File: src/rtl/irb_pkg.sv
// Shared definitions for the input-RAM-buffer (IRB) blocks.
//
// Supplies the pixel width and the FM-input tile RAM depth used by the
// tile loader, the loader state encoding, and the RAM address width.
// The loader's optional zero-border mode is selected by the
// FMI_ZERO_PAD_EN macro in the files that use this package.

package irb_pkg;

  localparam int PX_W       = 8;
  localparam int FMI_N_ELEM = 1024;
  localparam int FMI_ADDR_W = $clog2(FMI_N_ELEM + 1);

  typedef enum logic [1:0] {
    LD_IDLE,
    LD_LOAD,
    LD_DONE
  } fmi_ld_state_t;

endpackage

File: src/rtl/fmi_scan_cnt.sv
// Nested row/column/channel scan counter for the FM-input tile loader.
//
// Scan order is channel fastest, then column, then row. The limits are the
// (possibly padded) plane dimensions and are assumed non-zero whenever the
// counter is advanced.
//
// Configuration: FMI_ZERO_PAD_EN enables the pad-position flag (outermost
// row/column of every plane). Without it isPad_o is always 0.
//
// Ports:
//   clk_i, rst_i   clock and synchronous active-high reset
//   clear_i        return all counters to 0 (takes priority over adv_i)
//   adv_i          step to the next scan position
//   rowLim_i       number of rows
//   colLim_i       number of columns
//   chLim_i        number of channels
//   row_o, col_o, ch_o  current position
//   isPad_o        current position lies on the zero border
//   isLast_o       current position is the final one of the tile

module fmi_scan_cnt #(
  parameter int CW = 7
) (
  input  logic          clk_i,
  input  logic          rst_i,
  input  logic          clear_i,
  input  logic          adv_i,
  input  logic [CW-1:0] rowLim_i,
  input  logic [CW-1:0] colLim_i,
  input  logic [CW-1:0] chLim_i,
  output logic [CW-1:0] row_o,
  output logic [CW-1:0] col_o,
  output logic [CW-1:0] ch_o,
  output logic          isPad_o,
  output logic          isLast_o
);

  logic [CW-1:0] row_q, row_d;
  logic [CW-1:0] col_q, col_d;
  logic [CW-1:0] ch_q,  ch_d;
  logic          rowEnd, colEnd, chEnd;

  assign rowEnd = (row_q == rowLim_i - CW'(1));
  assign colEnd = (col_q == colLim_i - CW'(1));
  assign chEnd  = (ch_q  == chLim_i  - CW'(1));

  // Ripple-carry style nested counting: channel wraps into column,
  // column wraps into row. The row is never wrapped because the loader
  // stops advancing after the last position.
  always_comb begin
    row_d = row_q;
    col_d = col_q;
    ch_d  = ch_q;
    if (clear_i) begin
      row_d = '0;
      col_d = '0;
      ch_d  = '0;
    end else if (adv_i) begin
      if (chEnd) begin
        ch_d = '0;
        if (colEnd) begin
          col_d = '0;
          row_d = row_q + CW'(1);
        end else begin
          col_d = col_q + CW'(1);
        end
      end else begin
        ch_d = ch_q + CW'(1);
      end
    end
  end

  always_ff @(posedge clk_i) begin
    if (rst_i) begin
      row_q <= '0;
      col_q <= '0;
      ch_q  <= '0;
    end else begin
      row_q <= row_d;
      col_q <= col_d;
      ch_q  <= ch_d;
    end
  end

  assign row_o    = row_q;
  assign col_o    = col_q;
  assign ch_o     = ch_q;
  assign isLast_o = rowEnd && colEnd && chEnd;

`ifdef FMI_ZERO_PAD_EN
  assign isPad_o = (row_q == '0) || rowEnd || (col_q == '0) || colEnd;
`else
  assign isPad_o = 1'b0;
`endif

endmodule

File: src/rtl/fmi_tile_loader.sv
// Write-side controller for the FM-input tile RAM.
//
// Takes a start command with tile dimensions, consumes a valid/ready pixel
// stream and produces registered RAM write signals at linear, contiguous
// addresses starting at 0. Signals completion with a one-cycle done pulse
// and rejects impossible tiles with a one-cycle err pulse.
//
// Configuration: FMI_ZERO_PAD_EN inserts a 1-pixel zero border around every
// channel plane; only the interior positions consume stream beats.
//
// Ports:
//   clk_i, rst_i          clock and synchronous active-high reset
//   start_i               load command, sampled only when idle
//   tile_h_i/w_i/c_i      unpadded rows, columns, channels (sampled with start)
//   s_data_i, s_valid_i   input pixel stream
//   s_ready_o             stream beat accepted this cycle (combinational)
//   ram_addr_o/data_o     registered RAM write address and data
//   ram_write_o           registered RAM write strobe
//   busy_o                load in progress
//   done_o                one-cycle pulse after the final write
//   err_o                 one-cycle pulse after a rejected start

module fmi_tile_loader
  import irb_pkg::*;
#(
  parameter int DIM_W = 6
) (
  input  logic                  clk_i,
  input  logic                  rst_i,
  input  logic                  start_i,
  input  logic [DIM_W-1:0]      tile_h_i,
  input  logic [DIM_W-1:0]      tile_w_i,
  input  logic [DIM_W-1:0]      tile_c_i,
  input  logic [PX_W-1:0]       s_data_i,
  input  logic                  s_valid_i,
  output logic                  s_ready_o,
  output logic [FMI_ADDR_W-1:0] ram_addr_o,
  output logic [PX_W-1:0]       ram_data_o,
  output logic                  ram_write_o,
  output logic                  busy_o,
  output logic                  done_o,
  output logic                  err_o
);

  // One extra bit per dimension holds the padded size (up to 2^DIM_W+1).
  localparam int CW = DIM_W + 1;
  // The product of three CW-bit factors never overflows 3*CW bits.
  localparam int PW = 3 * CW;

  fmi_ld_state_t         state_q, state_d;
  logic [CW-1:0]         hLim_q, hLim_d;
  logic [CW-1:0]         wLim_q, wLim_d;
  logic [CW-1:0]         cLim_q, cLim_d;
  logic [FMI_ADDR_W-1:0] addrCnt_q, addrCnt_d;
  logic [FMI_ADDR_W-1:0] ramAddr_q, ramAddr_d;
  logic [PX_W-1:0]       ramData_q, ramData_d;
  logic                  ramWrite_q, ramWrite_d;
  logic                  err_q, err_d;
  logic                  fin_q, fin_d;

  logic [CW-1:0] hEff, wEff, cEff;
  logic [PW-1:0] tileTotal;
  logic          dimZero, tooBig;
  logic          scanClear, scanAdv, isPad, isLast, step;
  logic [CW-1:0] scanRow, scanCol, scanCh;

`ifdef FMI_ZERO_PAD_EN
  assign hEff = {1'b0, tile_h_i} + CW'(2);
  assign wEff = {1'b0, tile_w_i} + CW'(2);
`else
  assign hEff = {1'b0, tile_h_i};
  assign wEff = {1'b0, tile_w_i};
`endif
  assign cEff = {1'b0, tile_c_i};

  assign tileTotal = PW'(hEff) * PW'(wEff) * PW'(cEff);
  assign dimZero   = (tile_h_i == '0) || (tile_w_i == '0) || (tile_c_i == '0);
  assign tooBig    = tileTotal > PW'(FMI_N_ELEM);

  fmi_scan_cnt #(
    .CW(CW)
  ) uScan (
    .clk_i    (clk_i),
    .rst_i    (rst_i),
    .clear_i  (scanClear),
    .adv_i    (scanAdv),
    .rowLim_i (hLim_q),
    .colLim_i (wLim_q),
    .chLim_i  (cLim_q),
    .row_o    (scanRow),
    .col_o    (scanCol),
    .ch_o     (scanCh),
    .isPad_o  (isPad),
    .isLast_o (isLast)
  );

  // fin_q marks the cycle in which the final write is on the RAM port;
  // no further position is consumed then, and DONE follows next cycle.
  assign s_ready_o = (state_q == LD_LOAD) && !fin_q && !isPad;
  assign step      = (state_q == LD_LOAD) && !fin_q && (isPad || s_valid_i);

  always_comb begin
    state_d    = state_q;
    hLim_d     = hLim_q;
    wLim_d     = wLim_q;
    cLim_d     = cLim_q;
    addrCnt_d  = addrCnt_q;
    ramAddr_d  = ramAddr_q;
    ramData_d  = ramData_q;
    ramWrite_d = 1'b0;
    err_d      = 1'b0;
    fin_d      = fin_q;
    scanClear  = 1'b0;
    scanAdv    = 1'b0;
    case (state_q)
      LD_IDLE: begin
        if (start_i) begin
          if (dimZero || tooBig) begin
            err_d = 1'b1;
          end else begin
            state_d   = LD_LOAD;
            hLim_d    = hEff;
            wLim_d    = wEff;
            cLim_d    = cEff;
            addrCnt_d = '0;
            fin_d     = 1'b0;
            scanClear = 1'b1;
          end
        end
      end
      LD_LOAD: begin
        if (fin_q) begin
          state_d = LD_DONE;
          fin_d   = 1'b0;
        end else if (step) begin
          ramWrite_d = 1'b1;
          ramAddr_d  = addrCnt_q;
          ramData_d  = isPad ? '0 : s_data_i;
          addrCnt_d  = addrCnt_q + FMI_ADDR_W'(1);
          scanAdv    = 1'b1;
          fin_d      = isLast;
        end
      end
      LD_DONE: begin
        state_d = LD_IDLE;
      end
      default: begin
        state_d = LD_IDLE;
      end
    endcase
  end

  always_ff @(posedge clk_i) begin
    if (rst_i) begin
      state_q    <= LD_IDLE;
      hLim_q     <= '0;
      wLim_q     <= '0;
      cLim_q     <= '0;
      addrCnt_q  <= '0;
      ramAddr_q  <= '0;
      ramData_q  <= '0;
      ramWrite_q <= 1'b0;
      err_q      <= 1'b0;
      fin_q      <= 1'b0;
    end else begin
      state_q    <= state_d;
      hLim_q     <= hLim_d;
      wLim_q     <= wLim_d;
      cLim_q     <= cLim_d;
      addrCnt_q  <= addrCnt_d;
      ramAddr_q  <= ramAddr_d;
      ramData_q  <= ramData_d;
      ramWrite_q <= ramWrite_d;
      err_q      <= err_d;
      fin_q      <= fin_d;
    end
  end

  assign ram_addr_o  = ramAddr_q;
  assign ram_data_o  = ramData_q;
  assign ram_write_o = ramWrite_q;
  assign err_o       = err_q;
  assign busy_o      = (state_q != LD_IDLE);
  assign done_o      = (state_q == LD_DONE);

  // Scan position is only needed inside the counter; keep it observable
  // for debug without leaving the nets dangling.
  logic scanPosUnused;
  assign scanPosUnused = ^{scanRow, scanCol, scanCh};

endmodule

File: config.mk
export PLATFORM = sky130hd
export DESIGN_NAME = fmi_tile_loader
export DESIGN_NICKNAME = d
export VERILOG_FILES = /design/src/rtl/irb_pkg.sv /design/src/rtl/fmi_scan_cnt.sv /design/src/rtl/fmi_tile_loader.sv
export SDC_FILE = /design/constraint.sdc
export NUM_CORES = 1
export LEC_CHECK = 0
export ABC_AREA = 0
export CAP_MARGIN = 20
export CELL_PAD_IN_SITES_DETAIL_PLACEMENT = 2
export CELL_PAD_IN_SITES_GLOBAL_PLACEMENT = 2
export CORE_MARGIN = 4
export CORE_UTILIZATION = 27
export CTS_CLUSTER_DIAMETER = 120
export DETAILED_ROUTE_END_ITERATION = 16
export GPL_ROUTABILITY_DRIVEN = 0
export PLACE_DENSITY_LB_ADDON = 0.12
export SYNTH_ARGS = -nofsm -noshare
export SYNTH_HDL_FRONTEND = slang
export SYNTH_SLANG_ARGS = --single-unit
File: constraint.sdc
create_clock -name clk_i -period 25.1 [get_ports clk_i]
set_clock_uncertainty 0.15 [all_clocks]
set_input_delay 6.275 -clock clk_i [delete_from_list [all_inputs] [get_ports clk_i]]
set_output_delay 6.275 -clock clk_i [all_outputs]
set_load 0.03 [all_outputs]
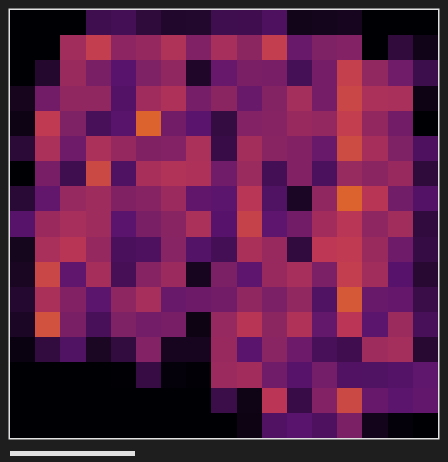
*Cell density map*
Scale bar: 50 um. 17 x 17 tiles, from black (low) to pale yellow (high), 0 to 100% covered.
mean over tiles: 27%
nearly empty tiles: 13%
fullest tile: 63%

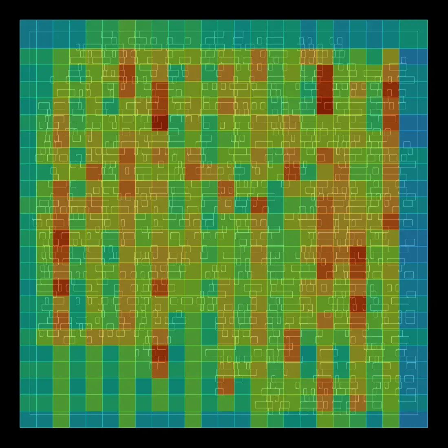
*Routing congestion map*
total global routing track utilization: 0.151
Most Crowded Layer GR: met2
GR Util met2: 0.265
final core utilization: 0.317

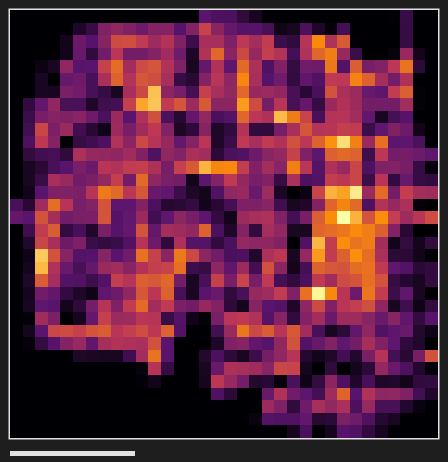
*Wire density map*
Scale bar: 50 um. 34 x 34 tiles, from black (low) to pale yellow (high), scaled to the fullest tile. Values are wire area over tile area, all layers added.
mean over tiles: 0.11
tiles over half the peak: 17%
densest ninth of the die: middle right
emptiest ninth of the die: lower left
fullest tile: 0.41
aggregate routed wire length: 21.6 mm
average wire per cell in the routed design: 17.5 um
DR vias: 6,198

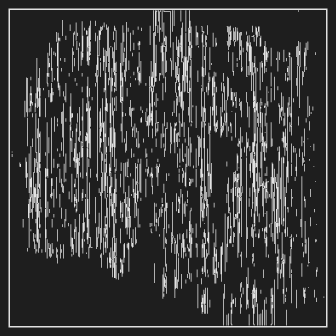
*M2 wires*
longest straight run: 56.8 um
wire length on this layer: 10,600 um
share of all routed wire: 49%

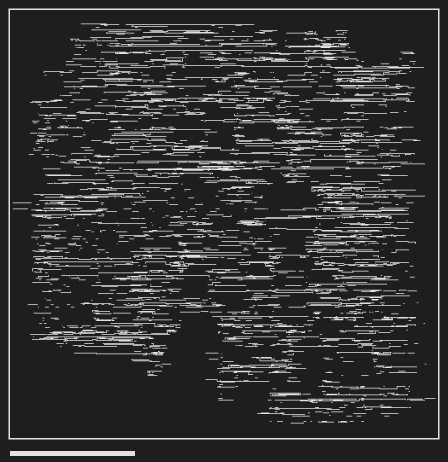
*Met1 routing*
Scale bar: 50 um.
main direction: horizontal
nets with wire on the layer: 963
wire length on this layer: 10,300 um
longest straight run: 51.1 um
met1 layer usage reported by global route: 0.204

==> metrics.log <==
[report] implementation figures
INFO  metric run_status = finished clean
INFO  metric xor_share = 0.0663
INFO  metric post_synth_main_logic_family = adder cells
INFO  metric cp_slowest_cell = clkdlybuf4s50_1
INFO  metric postcts_resize_cnt = 0
INFO  metric layout.clock.cell_area_share = 0.0380
INFO  metric synthDistinctLibCells = 68
INFO  metric final_layout_size_suffix_gt1_frac = 0.0513
INFO  metric power.share.combinational = 0.781
INFO  metric timing.critical_path.required = 25.13 ns
INFO  metric num_cts_buffers = 9
INFO  metric setup_viol_count_final = 0
INFO  metric critPathArrivalTime = between 15 and 20 ns
INFO  metric dominantRegCellSynth = dfxtp_1
INFO  metric worstPathBufferInverterCount = 4
INFO  metric power.clock.fraction = 0.107
INFO  metric timing.final.crit_period = 15.51 ns
INFO  metric die_y = 171 um
INFO  metric finalPower = 1.27 mW
INFO  metric rows = 59
INFO  metric cts_hold_repair.buffers = 0
INFO  metric cts_htree_levels = 3
INFO  metric ys_async_sr_fraction = 0
INFO  metric filler_cell_count = 2,994
INFO  metric fp.coreArea = approximately 26,000 sq um
INFO  metric ys_cells = approximately 860
INFO  metric n_all_buffers = 56
INFO  metric comb_area = 5150 sq um
INFO  metric sw_frac_of_total = 0.519
INFO  metric maxPowerGroup = combinational cells
INFO  metric nWellTaps = about 340
INFO  metric drt.antenna.violating_nets = 0
INFO  metric inv_count = 93
INFO  metric fin_hold_ws = 0.311 ns
INFO  metric area_dominant_class = multi-input combinational cells
INFO  metric instance_tally_after_logic_synthesis = roughly 860
INFO  metric vdd_drop_max = a little under 80 uV
INFO  metric port_buffers = 53
INFO  metric maxClockFrequency = 64.5 MHz
INFO  metric insertedDiodeCount = 0
INFO  metric comb-power = 0.993 mW
INFO  metric detailedRoute.firstIterationViolations = 227
INFO  metric tritoncts_clock_tree = built
INFO  metric warnings = 26
INFO  metric layout_top_cells_excl_fill_tap = 93 x inv_1, 92 x nand2_1, 74 x dfxtp_1
==> per-layer routing <==
metal,wire length [um],global-route usage,share of wire
met5,0,0,0
met4,276,0.0309,0.013
met3,363,0.0139,0.017
met2,10600,0.265,0.49
met1,10300,0.204,0.48
==> registers in the layout, summed over array words and instances (netlist names) <==
register,flops
fin_q,1
err_o,1
uScan.col_o,7
ram_addr_o,11
state_q,2
uScan.ch_o,7
uScan.row_o,7
cLim_q,6
wLim_q,6
ram_data_o,8
ram_write_o,1
hLim_q,6
addrCnt_q,11
==> path summary, 6_finish.rpt <==
check | depth (start not counted) | start | end
worst max-delay path | 28 | tile_h_i[0] | uScan.row_o[3]
worst min-delay path | 2 | ram_data_o[4] | ram_data_o[4]
worst max register to register | 9 | state_q[0] | uScan.row_o[3]
worst min register to register | 2 | ram_data_o[4] | ram_data_o[4]
Power is estimated from default activity; no workload was simulated.
